===== config.mk =====
export PLATFORM = sky130hd
export DESIGN_NAME = ball_collision_sequencer
export DESIGN_NICKNAME = d
export VERILOG_FILES = /design/src/rtl/ball_collision_sequencer_pkg.sv /design/src/rtl/ball_collision_sequencer_hit_box_check.sv /design/src/rtl/ball_collision_sequencer.sv
export SDC_FILE = /design/constraint.sdc
export NUM_CORES = 1
export LEC_CHECK = 0
export CORE_ASPECT_RATIO = 0.5
export CORE_MARGIN = 1
export CORE_UTILIZATION = 48
export DETAILED_ROUTE_END_ITERATION = 8
export GPL_ROUTABILITY_DRIVEN = 0
export PLACE_DENSITY = 0.89
export RECOVER_POWER = 50
export SLEW_MARGIN = 10
export SYNTH_ARGS = -nofsm -noshare
export SYNTH_HDL_FRONTEND = slang
export SYNTH_HIERARCHICAL = 1
export SYNTH_SLANG_ARGS = --single-unit

===== constraint.sdc =====
create_clock -name clk -period 5 [get_ports clk]
set_input_delay 1 -clock clk [delete_from_list [all_inputs] [get_ports clk]]
set_output_delay 1 -clock clk [all_outputs]
set_load 0.01 [all_outputs]

===== src/rtl/ball_collision_sequencer_pkg.sv =====
// Shared game definitions: FSM state type for the collision sequencer,
// coordinate widths and the default player hit-box size.
package game_pkg;

    localparam int PLAYER_W           = 10;  // unsigned player coordinate
    localparam int BALL_W             = 11;  // signed ball coordinate / direction
    localparam int DIFF_W             = 12;  // signed ball-minus-player difference
    localparam int DEFAULT_HIT_RADIUS = 16;

    typedef enum logic [2:0] {
        ST_IDLE,
        ST_SCAN,
        ST_LAUNCH,
        ST_WAIT,
        ST_COMMIT
    } seq_state_t;

    // Magnitude of a two's-complement difference. Never overflows because
    // ball-minus-player always lies in -2047..1023.
    function automatic logic [DIFF_W-1:0] mag(input logic [DIFF_W-1:0] v);
        return v[DIFF_W-1] ? (~v + 1'b1) : v;
    endfunction

endpackage


===== src/rtl/ball_collision_sequencer_hit_box_check.sv =====
// Combinational hit test of the ball snapshot against one player.
//   ball_x, ball_y     : signed ball position (11 bits)
//   player_x, player_y : unsigned player position (10 bits)
//   player_valid       : player takes part in collision
//   hit                : player is inside the square hit box and dx != 0
module hit_box_check
    import game_pkg::*;
#(
    parameter int HIT_RADIUS = DEFAULT_HIT_RADIUS
) (
    input  logic [BALL_W-1:0]   ball_x,
    input  logic [BALL_W-1:0]   ball_y,
    input  logic [PLAYER_W-1:0] player_x,
    input  logic [PLAYER_W-1:0] player_y,
    input  logic                player_valid,
    output logic                hit
);

    localparam logic [DIFF_W-1:0] RAD = DIFF_W'(HIT_RADIUS);

    logic [DIFF_W-1:0] dx;
    logic [DIFF_W-1:0] dy;

    always_comb begin
        // Ball is sign-extended, player zero-extended, to 12 bits.
        dx  = {ball_x[BALL_W-1], ball_x} - {2'b00, player_x};
        dy  = {ball_y[BALL_W-1], ball_y} - {2'b00, player_y};
        // dx == 0 is excluded: the collider divides by dx.
        hit = player_valid && (mag(dx) <= RAD) && (mag(dy) <= RAD) && (dx != '0);
    end

endmodule


===== src/rtl/ball_collision_sequencer.sv =====
// Collision pass sequencer: on frame_tick snapshots the ball, scans the
// players one per cycle through a shared hit test, launches the first hit
// onto an external collider, waits COL_LAT cycles for its result and
// presents the next ball state with a one-cycle upd_valid pulse.
//   frame_tick              : starts a pass (ignored and flagged if busy)
//   player_x/y, player_valid: packed player positions, player i at [10i+9:10i]
//   ball_*                  : current ball state, sampled at frame_tick only
//   col_*                   : collider operands, stable from LAUNCH to COMMIT
//   col_new_*               : collider results
//   upd_valid, upd_*        : next ball state, held between pulses
//   hit, hit_idx            : collision applied and player index
//   busy, overrun           : pass in progress / sticky missed frame_tick
module ball_collision_sequencer
    import game_pkg::*;
#(
    parameter int NUM_PLAYERS = 4,
    parameter int HIT_RADIUS  = DEFAULT_HIT_RADIUS,
    parameter int COL_LAT     = 2
) (
    input  logic                            clk,
    input  logic                            rst,
    input  logic                            frame_tick,
    input  logic [NUM_PLAYERS*PLAYER_W-1:0] player_x,
    input  logic [NUM_PLAYERS*PLAYER_W-1:0] player_y,
    input  logic [NUM_PLAYERS-1:0]          player_valid,
    input  logic [BALL_W-1:0]               ball_x,
    input  logic [BALL_W-1:0]               ball_y,
    input  logic [BALL_W-1:0]               ball_dir_x,
    input  logic [BALL_W-1:0]               ball_dir_y,
    output logic [BALL_W-1:0]               col_ball_x,
    output logic [BALL_W-1:0]               col_ball_y,
    output logic [BALL_W-1:0]               col_dir_x,
    output logic [BALL_W-1:0]               col_dir_y,
    output logic [PLAYER_W-1:0]             col_player_x,
    output logic [PLAYER_W-1:0]             col_player_y,
    input  logic [BALL_W-1:0]               col_new_x,
    input  logic [BALL_W-1:0]               col_new_y,
    input  logic [BALL_W-1:0]               col_new_dir_x,
    input  logic [BALL_W-1:0]               col_new_dir_y,
    output logic                            upd_valid,
    output logic [BALL_W-1:0]               upd_ball_x,
    output logic [BALL_W-1:0]               upd_ball_y,
    output logic [BALL_W-1:0]               upd_dir_x,
    output logic [BALL_W-1:0]               upd_dir_y,
    output logic                            hit,
    output logic [$clog2(NUM_PLAYERS)-1:0]  hit_idx,
    output logic                            busy,
    output logic                            overrun
);

    localparam int IDX_W = $clog2(NUM_PLAYERS);

    seq_state_t        state;
    logic [IDX_W-1:0]  idx;
    logic [2:0]        wcnt;
    logic              pass_hit;
    logic [BALL_W-1:0] snap_x, snap_y, snap_dx, snap_dy;
    logic [BALL_W-1:0] res_x, res_y, res_dx, res_dy;

    logic [PLAYER_W-1:0] cur_px, cur_py;
    logic                cur_pv;
    logic                cur_hit;

    // Player under test; idx is left untouched on a hit, so the same
    // selection also feeds the collider operands in LAUNCH.
    always_comb begin
        cur_px = '0;
        cur_py = '0;
        cur_pv = 1'b0;
        for (int unsigned i = 0; i < NUM_PLAYERS; i++) begin
            if (idx == IDX_W'(i)) begin
                cur_px = player_x[i*PLAYER_W +: PLAYER_W];
                cur_py = player_y[i*PLAYER_W +: PLAYER_W];
                cur_pv = player_valid[i];
            end
        end
    end

    hit_box_check #(
        .HIT_RADIUS(HIT_RADIUS)
    ) u_hit_box_check (
        .ball_x      (snap_x),
        .ball_y      (snap_y),
        .player_x    (cur_px),
        .player_y    (cur_py),
        .player_valid(cur_pv),
        .hit         (cur_hit)
    );

    always_ff @(posedge clk) begin
        if (rst) begin
            state        <= ST_IDLE;
            idx          <= '0;
            wcnt         <= '0;
            pass_hit     <= 1'b0;
            snap_x       <= '0;
            snap_y       <= '0;
            snap_dx      <= '0;
            snap_dy      <= '0;
            res_x        <= '0;
            res_y        <= '0;
            res_dx       <= '0;
            res_dy       <= '0;
            col_ball_x   <= '0;
            col_ball_y   <= '0;
            col_dir_x    <= '0;
            col_dir_y    <= '0;
            col_player_x <= '0;
            col_player_y <= '0;
            upd_valid    <= 1'b0;
            upd_ball_x   <= '0;
            upd_ball_y   <= '0;
            upd_dir_x    <= '0;
            upd_dir_y    <= '0;
            hit          <= 1'b0;
            hit_idx      <= '0;
            busy         <= 1'b0;
            overrun      <= 1'b0;
        end else begin
            upd_valid <= 1'b0;
            if (frame_tick && (state != ST_IDLE)) begin
                overrun <= 1'b1;
            end

            case (state)
                ST_IDLE: begin
                    if (frame_tick) begin
                        snap_x   <= ball_x;
                        snap_y   <= ball_y;
                        snap_dx  <= ball_dir_x;
                        snap_dy  <= ball_dir_y;
                        idx      <= '0;
                        pass_hit <= 1'b0;
                        busy     <= 1'b1;
                        state    <= ST_SCAN;
                    end
                end
                ST_SCAN: begin
                    if (cur_hit) begin
                        pass_hit <= 1'b1;
                        state    <= ST_LAUNCH;
                    end else if (idx == IDX_W'(NUM_PLAYERS - 1)) begin
                        state <= ST_COMMIT;
                    end else begin
                        idx <= idx + 1'b1;
                    end
                end
                ST_LAUNCH: begin
                    col_ball_x   <= snap_x;
                    col_ball_y   <= snap_y;
                    col_dir_x    <= snap_dx;
                    col_dir_y    <= snap_dy;
                    col_player_x <= cur_px;
                    col_player_y <= cur_py;
                    wcnt         <= '0;
                    state        <= ST_WAIT;
                end
                ST_WAIT: begin
                    if (wcnt == 3'(COL_LAT - 1)) begin
                        res_x  <= col_new_x;
                        res_y  <= col_new_y;
                        res_dx <= col_new_dir_x;
                        res_dy <= col_new_dir_y;
                        state  <= ST_COMMIT;
                    end else begin
                        wcnt <= wcnt + 1'b1;
                    end
                end
                ST_COMMIT: begin
                    upd_valid <= 1'b1;
                    hit       <= pass_hit;
                    if (pass_hit) begin
                        upd_ball_x <= res_x;
                        upd_ball_y <= res_y;
                        upd_dir_x  <= res_dx;
                        upd_dir_y  <= res_dy;
                        hit_idx    <= idx;
                    end else begin
                        upd_ball_x <= snap_x;
                        upd_ball_y <= snap_y;
                        upd_dir_x  <= snap_dx;
                        upd_dir_y  <= snap_dy;
                        hit_idx    <= '0;
                    end
                    busy  <= 1'b0;
                    state <= ST_IDLE;
                end
                default: begin
                    busy  <= 1'b0;
                    state <= ST_IDLE;
                end
            endcase
        end
    end

endmodule


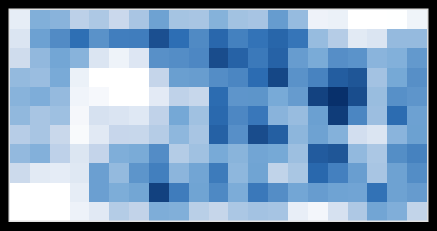
Figure 1: routed metal per tile.
21 x 11 tiles, from white (low) to dark blue (high), scaled to the fullest tile. Values are wire area over tile area, all layers added.
- densest ninth of the die: top center
- fullest tile: 0.57
- nearly empty tiles: 6.1%
- tiles over half the peak: 42%
GRT Total Usage: 28.8%
Vias: 10500
final wirelength: 33300 um
WL per Instance: 18.8 um

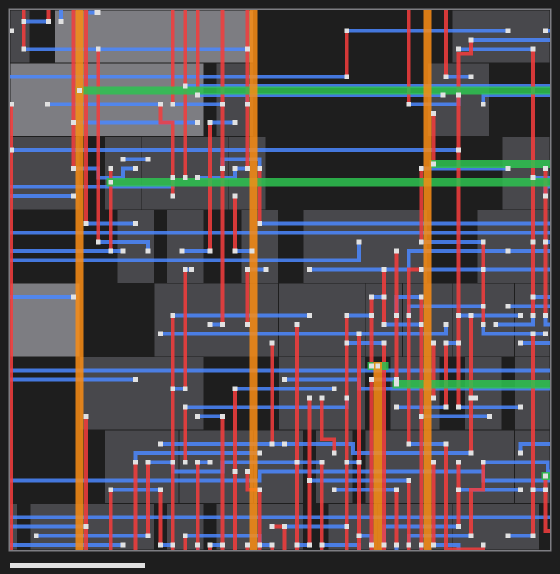
Figure 2: a small window of the routed layout.
Scale bar: 5 um. Region (146, 69) to (166, 89) um. Cells in gray, sequential cells in the stronger gray; small squares are vias.
- metal 2: red
- metal 1: blue
- metal 4: orange
- metal 3: green
- most frequent: nand2_1 (5), ha_1 (5)
- cells with their middle in the window: 38
- sequential cells in the window: 2
- netlist names of flops here include: `col_player_x` (2)

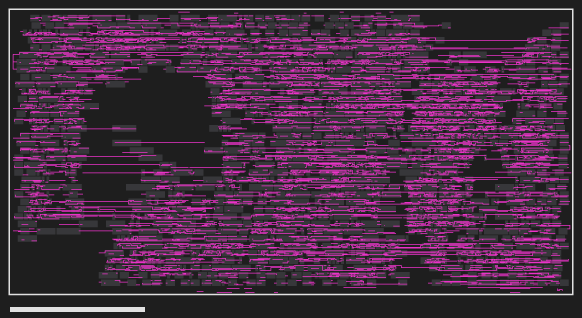
Figure 3: M1 wires.
Scale bar: 50 um.
- nets with wire on the layer: 1566
- wire length on this layer: 13600 um
- share of all routed wire: 41%
met1 usage: 35.1%

==> results.cfg <==
; synthesis and place-and-route metrics
[synth]
netlist.top_cell.by_area = dfxtp_1
synth_stat.cells = 1246
ff_type = dfxtp_1
top_area_share_pct = 41.5
syn_avg_cell_area_um2 = 8.18
postSynthSeqShare_pct = 41.5
synthArstFlopShare_pct = 0
edf_count = 0
syn_inst = 1246
fp_nets = 1449
yosysWarningCount = 6
top_cells_by_area = dfxtp_1 41%, nand2_1 7.9%, a21oi_1 7.4%
ys_chip_area_mm2 = 0.0102
synth_cell_types = 75
ys_ff = 211
syn_area_mm2 = 0.0102

[worst_setup_path]
critPathLaunchType = flip-flop
crit_required_ps = 5410
worst-setup-path-type = flip-flop to flip-flop
cp-end-kind = flip-flop
cp.arrival_ps = 5080
crit_fanout = 11

[power_and_ir_drop]
vdd_drop_max_v = 0.000232
p_per_area_mw_per_mm2 = 318
leakagePower_nw = 4.84
finalPower_mw = 4.41

[clocking]
cts_max_level = 1
clock_sinks = 211
clockBufferDepth = 3
clock_latency_ps = 510
cts_tree = yes
cts-hold-fix-buffers = 0
clkTransAtPathRegs_ps = 70
root_buffer = clkbuf_16
numCtsBuffers = 20

[placement]
dp.cells = 1736
place_ws_ps = -146
dpl.hpwl_um = 23100
port_buffers = 288

[global_route]
first_global_vias = 9992
grt_pass1_wl_um = 50900
antenna_found_initial = 1
overflow = 0
grt_max_degree = 116

[timing]
period_needed_ps = 4670
slew_violations = 254
setup_viol = 0
rsz0062_at_grt = false
tightest_slew_ps = 2250
timing.final.crit_share_pct = 93.4
setup_slack_ps = 330
maxClockFrequency_ghz = 0.214
hold_viol_final = 0
fin_skew_ps = 13.3
slew_headroom_pct = -49.9
finalSetupTns_ps = 0

[detailed_routing]
drtIter0Drc = 960
drc = 0
via_per_inst = 5.91
postRouteAntennaNets = 0
dr.pass1.iters = 7

[final_layout]
fillers = 1599
mi_logic_area_mm2 = 0.00539
drive_gt1_share_pct = 6.14
final_cell_count_no_fill = 1773
final_cell_mix = 269 x clkdlybuf4s50_1, 215 x nand2_1, 208 x dfxtp_1, 150 x a21oi_1, 88 x nor2_1
area_growth_pct = 36.3
regArea_mm2 = 0.00423
final_common_cell = clkdlybuf4s50_1
fin_nets = 1690

[floorplan]
rows = 37
initCoreUtil_pct = 49.2
dieArea_mm2 = 0.0218
die_w_um = 208
ios = 289
core_area_mm2 = 0.0207
die_h_um = 105

[flow_run]
cap_violations = 3
openroad.warnings = 32

[outcome]
status = finished with violations
violations = capacitance limit, slew limit

[hold_path]
hold_class = flip-flop to flip-flop
[per-layer routing]
| layer | track usage, % | wire length, um | vias to the layer above |
|---|---|---|---|
| li1 | - | - | 4910 |
| met1 | 35.1 | 13600 | 4984 |
| met2 | 50.1 | 15900 | 495 |
| met3 | 6.10 | 2530 | 92 |
| met4 | 10.6 | 1230 | 0 |
| met5 | 0 | 0 | - |
[where the power goes]
group / leakage (nW) / internal [mW] / switching, mW
combinational: 2.79 / 0.465 / 0.537
sequential: 1.71 / 1.73 / 0.0611
clock: 0.335 / 0.950 / 0.666
[synthesized netlist by cell type (4+ instances only)]
cell type	instances
buf_4	6
nand3_1	52
nand2_1	214
dfxtp_1	211
a211oi_1	51
nor2b_1	6
a21oi_1	150
o21ai_0	61
o22ai_1	24
a21o_1	6
nor2_1	88
nand2b_1	8
or3_1	5
mux2i_1	49
a31oi_1	5
nor4_1	7
xor2_1	5
ha_1	26
inv_1	41
a221oi_1	22
xnor2_1	8
clkbuf_1	47
or4_1	4
and3_1	5
buf_6	9
buf_2	34
nor3_1	7
o32ai_1	20
[worst paths after layout]
| check | endpoint | startpoint | slack (ps) | cells after the start |
|---|---|---|---|---|
| hold reg to reg | col_dir_x[10]$_SDFFE_PP0N_ | col_dir_x[10]$_SDFFE_PP0N_ | 450 | 2 |
| setup reg to reg | state[0]$_SDFFE_PP0P_ | idx[0]$_SDFFE_PP0P_ | 330 | 20 |
| hold / removal | col_dir_x[10]$_SDFFE_PP0N_ | col_dir_x[10]$_SDFFE_PP0N_ | 450 | 2 |
| setup / recovery | state[0]$_SDFFE_PP0P_ | idx[0]$_SDFFE_PP0P_ | 330 | 20 |
[through the flow]
step	utilization, %	cell area (um2)	hold slack [ps]
after global routing	67.1	13900	471
final	67.1	13900	453
after floorplan	-	10200	444
after CTS	66.8	13800	456
after detailed placement	63.5	13100	446
after global placement	63.5	13100	443
[layout make-up]
cell class              instances  area share, %
flip-flops and latches        211           30.4
inverters                      43           1.17
diodes                          1         0.0180
repair buffers                316           22.2
well taps                     273           2.46
multi-input cells             895           38.8
clock buffers                  26           4.06
clock inverters                 8          0.847
[logic make-up after synthesis]
logic type	after synthesis	synth area share (%)
AOI/OAI and AO/OA	375	23.2
xor gates and xnor gates	15	1.44
adders and majority gates	28	3.59
buffers and inverters	140	6.46
DFF	211	41.5
muxes	51	5.04
and+or+nand+nor	426	18.8
[critical path, cell delays in order (launching register included)]
cell	delay, ps
dfxtp_2	410
inv_1	80
ha_1	300
nand2b_2	190
buf_4	220
o22ai_1	120
nor2_1	150
ha_1	190
inv_1	60
fa_1	410
a21o_2	250
a221o_1	350
nor3_1	230
o22ai_1	150
o21ai_0	160
a21boi_0	230
nor4bb_1	90
o2111a_2	310
nor3b_2	200
o21ai_0	150
a221oi_1	300
[repair_timing]
item | 4_1_cts | 5_1_grt
cloned | 0 | 0
resized | 3 | 16
endpoints found under the setup margin | 2 | 5
pin swaps | 0 | 3
setup buffers | 0 | 2
Power and IR drop assume default switching activity.
